Figure 1. M1 wires.
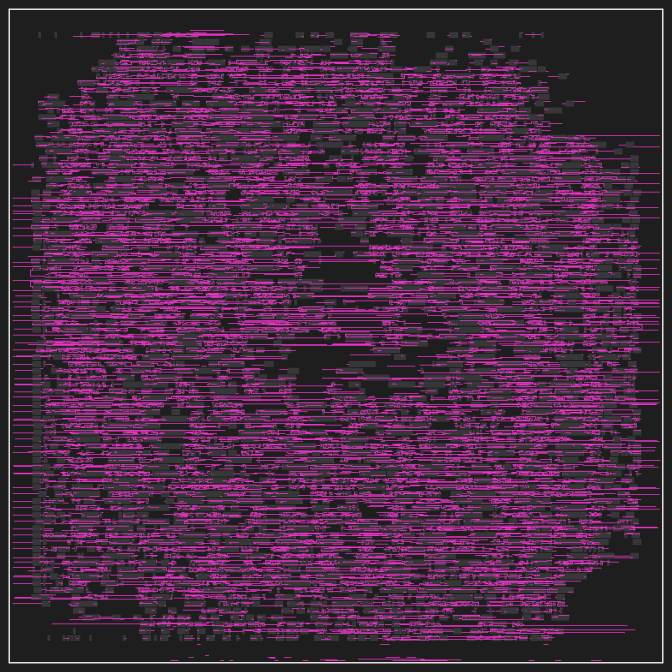
Figure 2. Met2 routing.
Bar = 100 µm.
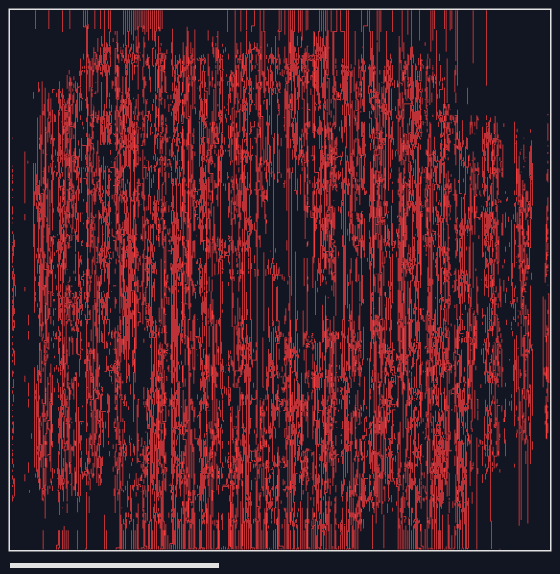
[src/rtl/pcileech_com_tx_arb_if.sv]
// pcileech_com_tx_arb_if
// Bundle of the requester handshake, the packed COM write path and the
// statistics output. The slave modport is the arbiter's view; the master
// modport is the view of whoever drives the requesters and the COM side.
interface pcileech_com_tx_arb_if #(
  parameter int PARAM_NUM_REQ = 3
);
  logic [PARAM_NUM_REQ-1:0]    req_valid;
  logic [PARAM_NUM_REQ-1:0]    req_last;
  logic [64*PARAM_NUM_REQ-1:0] req_data;
  logic [PARAM_NUM_REQ-1:0]    req_ready;
  logic [255:0]                com_din;
  logic                        com_din_wr_en;
  logic                        com_din_ready;
  logic [31:0]                 stat_words;

  modport master (
    output req_valid, req_last, req_data, com_din_ready,
    input  req_ready, com_din, com_din_wr_en, stat_words
  );

  modport slave (
    input  req_valid, req_last, req_data, com_din_ready,
    output req_ready, com_din, com_din_wr_en, stat_words
  );
endinterface

[src/rtl/pcileech_com_tx_arb.sv]
// pcileech_com_tx_arb
// Round-robin arbiter and packer for the 256-bit host-bound COM write path.
// One packet at a time is granted; its 64-bit words are packed four per
// 256-bit write, and a partial set is padded and pushed out after an idle
// timeout. Define COM_TX_ARB_STATS_EN to build the accepted-word counter on
// stat_words; without it stat_words is constant zero.
module pcileech_com_tx_arb #(
  parameter int          PARAM_NUM_REQ       = 3,
  parameter int          PARAM_FLUSH_TIMEOUT = 64,
  parameter logic [63:0] PARAM_PAD_WORD      = 64'h55556666_55556666
)(
  input logic                  clk,
  input logic                  rst,
  pcileech_com_tx_arb_if.slave bus
);

  localparam int GW = (PARAM_NUM_REQ > 1) ? $clog2(PARAM_NUM_REQ) : 1;

  typedef enum logic {
    S_IDLE,
    S_GRANT
  } state_t;

  state_t        r_state;
  logic [GW-1:0] r_grant;
  logic [GW-1:0] r_last_grant;

  logic [63:0]   r_pack [4];
  logic [1:0]    r_slot;
  logic          r_pack_full;
  logic [255:0]  r_out;
  logic          r_out_full;
  logic [9:0]    r_timer;

  logic          w_stall;
  logic          w_out_free;
  logic          w_emit;
  logic          w_accept;
  logic [63:0]   w_word;
  logic          w_last;
  logic          w_valid_g;
  logic          w_found;
  logic [GW-1:0] w_pick;
  logic [GW:0]   w_cand;
  logic [255:0]  w_flush_set;

  // Backpressure only once both the output stage and the pack buffer are full
  // and the COM side refuses; otherwise the stages drain independently.
  assign w_stall    = r_out_full & ~bus.com_din_ready & r_pack_full;
  assign w_out_free = ~r_out_full | bus.com_din_ready;
  assign w_emit     = r_out_full & bus.com_din_ready;
  assign w_accept   = (r_state == S_GRANT) & w_valid_g & ~w_stall;

  assign bus.com_din       = r_out;
  assign bus.com_din_wr_en = w_emit;

  // Mux out the granted requester's word, last flag and valid.
  always_comb begin
    w_word    = '0;
    w_last    = 1'b0;
    w_valid_g = 1'b0;
    for (int i = 0; i < PARAM_NUM_REQ; i++) begin
      if (r_grant == GW'(i)) begin
        w_word    = bus.req_data[64*i +: 64];
        w_last    = bus.req_last[i];
        w_valid_g = bus.req_valid[i];
      end
    end
  end

  // Only the granted requester sees ready, and only while not stalled.
  always_comb begin
    bus.req_ready = '0;
    for (int i = 0; i < PARAM_NUM_REQ; i++) begin
      bus.req_ready[i] = (r_state == S_GRANT) && (r_grant == GW'(i)) && !w_stall;
    end
  end

  // Round-robin search: first valid requester after the previous winner.
  always_comb begin
    w_found = 1'b0;
    w_pick  = '0;
    w_cand  = '0;
    for (int k = 1; k <= PARAM_NUM_REQ; k++) begin
      w_cand = {1'b0, r_last_grant} + (GW+1)'(k);
      if (w_cand >= (GW+1)'(PARAM_NUM_REQ)) begin
        w_cand = w_cand - (GW+1)'(PARAM_NUM_REQ);
      end
      if (!w_found && bus.req_valid[w_cand[GW-1:0]]) begin
        w_found = 1'b1;
        w_pick  = w_cand[GW-1:0];
      end
    end
  end

  // Flushed set: slots already written keep their words, the rest get pad.
  always_comb begin
    w_flush_set = '0;
    for (int k = 0; k < 4; k++) begin
      w_flush_set[64*k +: 64] = (2'(k) < r_slot) ? r_pack[k] : PARAM_PAD_WORD;
    end
  end

  // Arbiter FSM: the grant is held until the granted packet's last word.
  always_ff @(posedge clk) begin
    if (rst) begin
      r_state      <= S_IDLE;
      r_grant      <= '0;
      r_last_grant <= GW'(PARAM_NUM_REQ - 1);
    end else begin
      case (r_state)
        S_IDLE: begin
          if (w_found) begin
            r_grant <= w_pick;
            r_state <= S_GRANT;
          end
        end
        S_GRANT: begin
          if (w_accept && w_last) begin
            r_last_grant <= r_grant;
            r_state      <= S_IDLE;
          end
        end
        default: r_state <= S_IDLE;
      endcase
    end
  end

  // Packing, output stage hand-off and idle-timeout flush.
  always_ff @(posedge clk) begin
    if (rst) begin
      r_slot      <= '0;
      r_pack_full <= 1'b0;
      r_out       <= '0;
      r_out_full  <= 1'b0;
      r_timer     <= '0;
      for (int k = 0; k < 4; k++) begin
        r_pack[k] <= '0;
      end
    end else begin
      if (w_emit) begin
        r_out_full <= 1'b0;
      end
      if (r_pack_full && w_out_free) begin
        r_out       <= {r_pack[3], r_pack[2], r_pack[1], r_pack[0]};
        r_out_full  <= 1'b1;
        r_pack_full <= 1'b0;
      end
      if (w_accept) begin
        r_pack[r_slot] <= w_word;
        r_timer        <= '0;
        if (r_slot == 2'd3) begin
          r_slot <= 2'd0;
          if (w_out_free) begin
            r_out      <= {w_word, r_pack[2], r_pack[1], r_pack[0]};
            r_out_full <= 1'b1;
          end else begin
            r_pack_full <= 1'b1;
          end
        end else begin
          r_slot <= r_slot + 2'd1;
        end
      end else if (r_slot != 2'd0) begin
        if (r_timer >= 10'(PARAM_FLUSH_TIMEOUT - 1)) begin
          if (!r_out_full) begin
            r_out      <= w_flush_set;
            r_out_full <= 1'b1;
            r_slot     <= 2'd0;
            r_timer    <= '0;
          end
        end else begin
          r_timer <= r_timer + 10'd1;
        end
      end
    end
  end

`ifdef COM_TX_ARB_STATS_EN
  logic [31:0] r_stat_words;

  // Saturating count of requester words accepted since reset.
  always_ff @(posedge clk) begin
    if (rst) begin
      r_stat_words <= '0;
    end else if (w_accept && (r_stat_words != 32'hFFFF_FFFF)) begin
      r_stat_words <= r_stat_words + 32'd1;
    end
  end

  assign bus.stat_words = r_stat_words;
`else
  assign bus.stat_words = 32'd0;
`endif

endmodule
[src/flat_wrapper.sv]
// flat-port wrapper written by rule: the top's interface ports become plain ports
module pcileech_com_tx_arb_flat 
#(
  parameter int          PARAM_NUM_REQ       = 3,
  parameter int          PARAM_FLUSH_TIMEOUT = 64,
  parameter logic [63:0] PARAM_PAD_WORD      = 64'h55556666_55556666
)
  (clk, rst, bus_req_valid, bus_req_last, bus_req_data, bus_com_din_ready, bus_req_ready, bus_com_din, bus_com_din_wr_en, bus_stat_words);
  pcileech_com_tx_arb_if #(.PARAM_NUM_REQ(PARAM_NUM_REQ)) bus_i ();
  input logic clk;
  input logic rst;
  input wire logic [$bits(bus_i.req_valid)-1:0] bus_req_valid;
  input wire logic [$bits(bus_i.req_last)-1:0] bus_req_last;
  input wire logic [$bits(bus_i.req_data)-1:0] bus_req_data;
  input wire logic [$bits(bus_i.com_din_ready)-1:0] bus_com_din_ready;
  output wire logic [$bits(bus_i.req_ready)-1:0] bus_req_ready;
  output wire logic [$bits(bus_i.com_din)-1:0] bus_com_din;
  output wire logic [$bits(bus_i.com_din_wr_en)-1:0] bus_com_din_wr_en;
  output wire logic [$bits(bus_i.stat_words)-1:0] bus_stat_words;
  assign bus_i.req_valid = bus_req_valid;
  assign bus_i.req_last = bus_req_last;
  assign bus_i.req_data = bus_req_data;
  assign bus_i.com_din_ready = bus_com_din_ready;
  assign bus_req_ready = bus_i.req_ready;
  assign bus_com_din = bus_i.com_din;
  assign bus_com_din_wr_en = bus_i.com_din_wr_en;
  assign bus_stat_words = bus_i.stat_words;
  pcileech_com_tx_arb #(.PARAM_NUM_REQ(PARAM_NUM_REQ), .PARAM_FLUSH_TIMEOUT(PARAM_FLUSH_TIMEOUT), .PARAM_PAD_WORD(PARAM_PAD_WORD)) u_core (.clk(clk), .rst(rst), .bus(bus_i));
endmodule
[config.mk]
export PLATFORM = sky130hd
export DESIGN_NAME = pcileech_com_tx_arb_flat
export DESIGN_NICKNAME = d
export VERILOG_FILES = /design/src/rtl/pcileech_com_tx_arb_if.sv /design/src/rtl/pcileech_com_tx_arb.sv /design/src/flat_wrapper.sv
export SDC_FILE = /design/constraint.sdc
export NUM_CORES = 1
export LEC_CHECK = 0
export ABC_AREA = 1
export CAP_MARGIN = 20
export CORE_MARGIN = 8
export CORE_UTILIZATION = 50
export CTS_BUF_LIST = sky130_fd_sc_hd__clkbuf_8
export CTS_CLUSTER_DIAMETER = 30
export DETAILED_ROUTE_END_ITERATION = 8
export PLACE_DENSITY = 0.75
export SYNTH_ARGS = -nofsm -noshare
export SYNTH_HDL_FRONTEND = slang
export SYNTH_SLANG_ARGS = --single-unit
[constraint.sdc]
create_clock -name clk -period 8.05 [get_ports clk]
set_clock_uncertainty 0.1 [all_clocks]
set_input_delay 0.805 -clock clk [delete_from_list [all_inputs] [get_ports clk]]
set_output_delay 0.805 -clock clk [all_outputs]
set_load 0.03 [all_outputs]
==> impl_report.txt <==
PHYSICAL IMPLEMENTATION REPORT
----------------------------------------------------
[Outcome]
  Run status ........................ completed

[Finish]
  Most instantiated logic cell after routing ........................ nand2_1
  Number of nets in the final layout ........................ between 4,000 and 5,000
  Combinational gate area ........................ between 10,000 and 15,000 µm²
  Count of buffers not belonging to the clock network in the layout ........................ slightly below 500
  Ratio of cells with drive above 1 in the final layout ........................ 0.0608
  Fill cell instance count of the final layout ........................ 5,192
  Fin util ........................ 0.627

[Timing]
  Endpoints failing setup ........................ 0
  Post-Route Hold Slack ........................ 0.347 ns
  Sum Neg Setup Slack ........................ 0 ns
  Final period util ........................ 0.608
  Count of pins over their slew limit ........................ 0
  Final Worst Setup Slack ........................ approximately 3.2 ns

[Worst setup path]
  CP Max Fanout ........................ 92

[Synthesis]
  Post-synth tally of flip-flops with integrated enable ........................ between 200 and 300
  Combinational family with the most area after synthesis ........................ simple AND/OR/NAND/NOR gates
  Syn avg cell area ........................ around 6.9 µm²
  Post-synth design cell area ........................ around 29,000 µm²
  #FFs+latches synth ........................ around 530
  Area leader share ........................ 0.261
  Proportion of register bits with asynchronous set or reset after synthesis ........................ 0
  Commonest flop ........................ dfxtp_1
  Register share after synthesis ........................ 0.448

[GRT]
  Met3 layer usage reported by global route ........................ 0.0742
  Total congestion overflow after global routing ........................ 0
  Overall global routing resource usage ........................ 0.298
  M1 GR Usage ........................ 0.378

[Die]
  Number of standard-cell rows in the floorplan ........................ 89
  Std-Cell Core Area ........................ ~59,000 µm²
  Die outline area ........................ approximately 67,000 µm²

[Clock tree]
  TritonCTS clock tree ........................ built
  Root buf cell ........................ clkbuf_8

[Min path]
  Worst hold stages ........................ 2

[Route]
  DRT iter0 DRCs ........................ ~3,200
  Routed wire per std cell ........................ about 19 µm

[Place]
  Cell count after placement ........................ about 5,200

[Power and ir drop]
  Overall Power ........................ around 8 mW

----------------------------------------------------
-- Figure 1 (at the start) --
share of all routed wire: 40%
longest straight run: 80.0 µm
nets with wire on the layer: 4,405

-- Figure 2 (at the start) --
nets with wire on the layer: 3,667
main direction: vertical
share of all routed wire: 46%
wire length on this layer: 48.1 mm
longest straight run: 148 µm
total via count in the routed design: 29,800
Detailed Route WL: 104 mm
met2 track demand over resource in global routing: 0.478

-- critical path, cell delays in order, from the launching register on --
cell and delay [ns]:
dfxtp_1 0.91, inv_1 0.67, ha_1 0.45, nor2_1 0.30, nand2_8 0.31, buf_4 0.49, buf_4 0.54, nor2_2 0.18
buf_4 0.38, nand2_1 0.10, nand3_1 0.10, nand2_1 0.07
-- power breakdown --
part	total (mW)	switching, mW	leakage, nW	internal (mW)
clock network	3.64	1.39	1.58	2.25
logic	1.33	1.06	10.6	0.271
registers	3.05	0.0788	4.87	2.97
-- metal layers --
| layer | part of all wire | wire, µm |
|---|---|---|
| met1 | 0.40 | 41300 |
| met2 | 0.46 | 48100 |
| met3 | 0.098 | 10200 |
| met4 | 0.041 | 4240 |
| met5 | 0 | 0 |
Power and IR drop assume default switching activity.
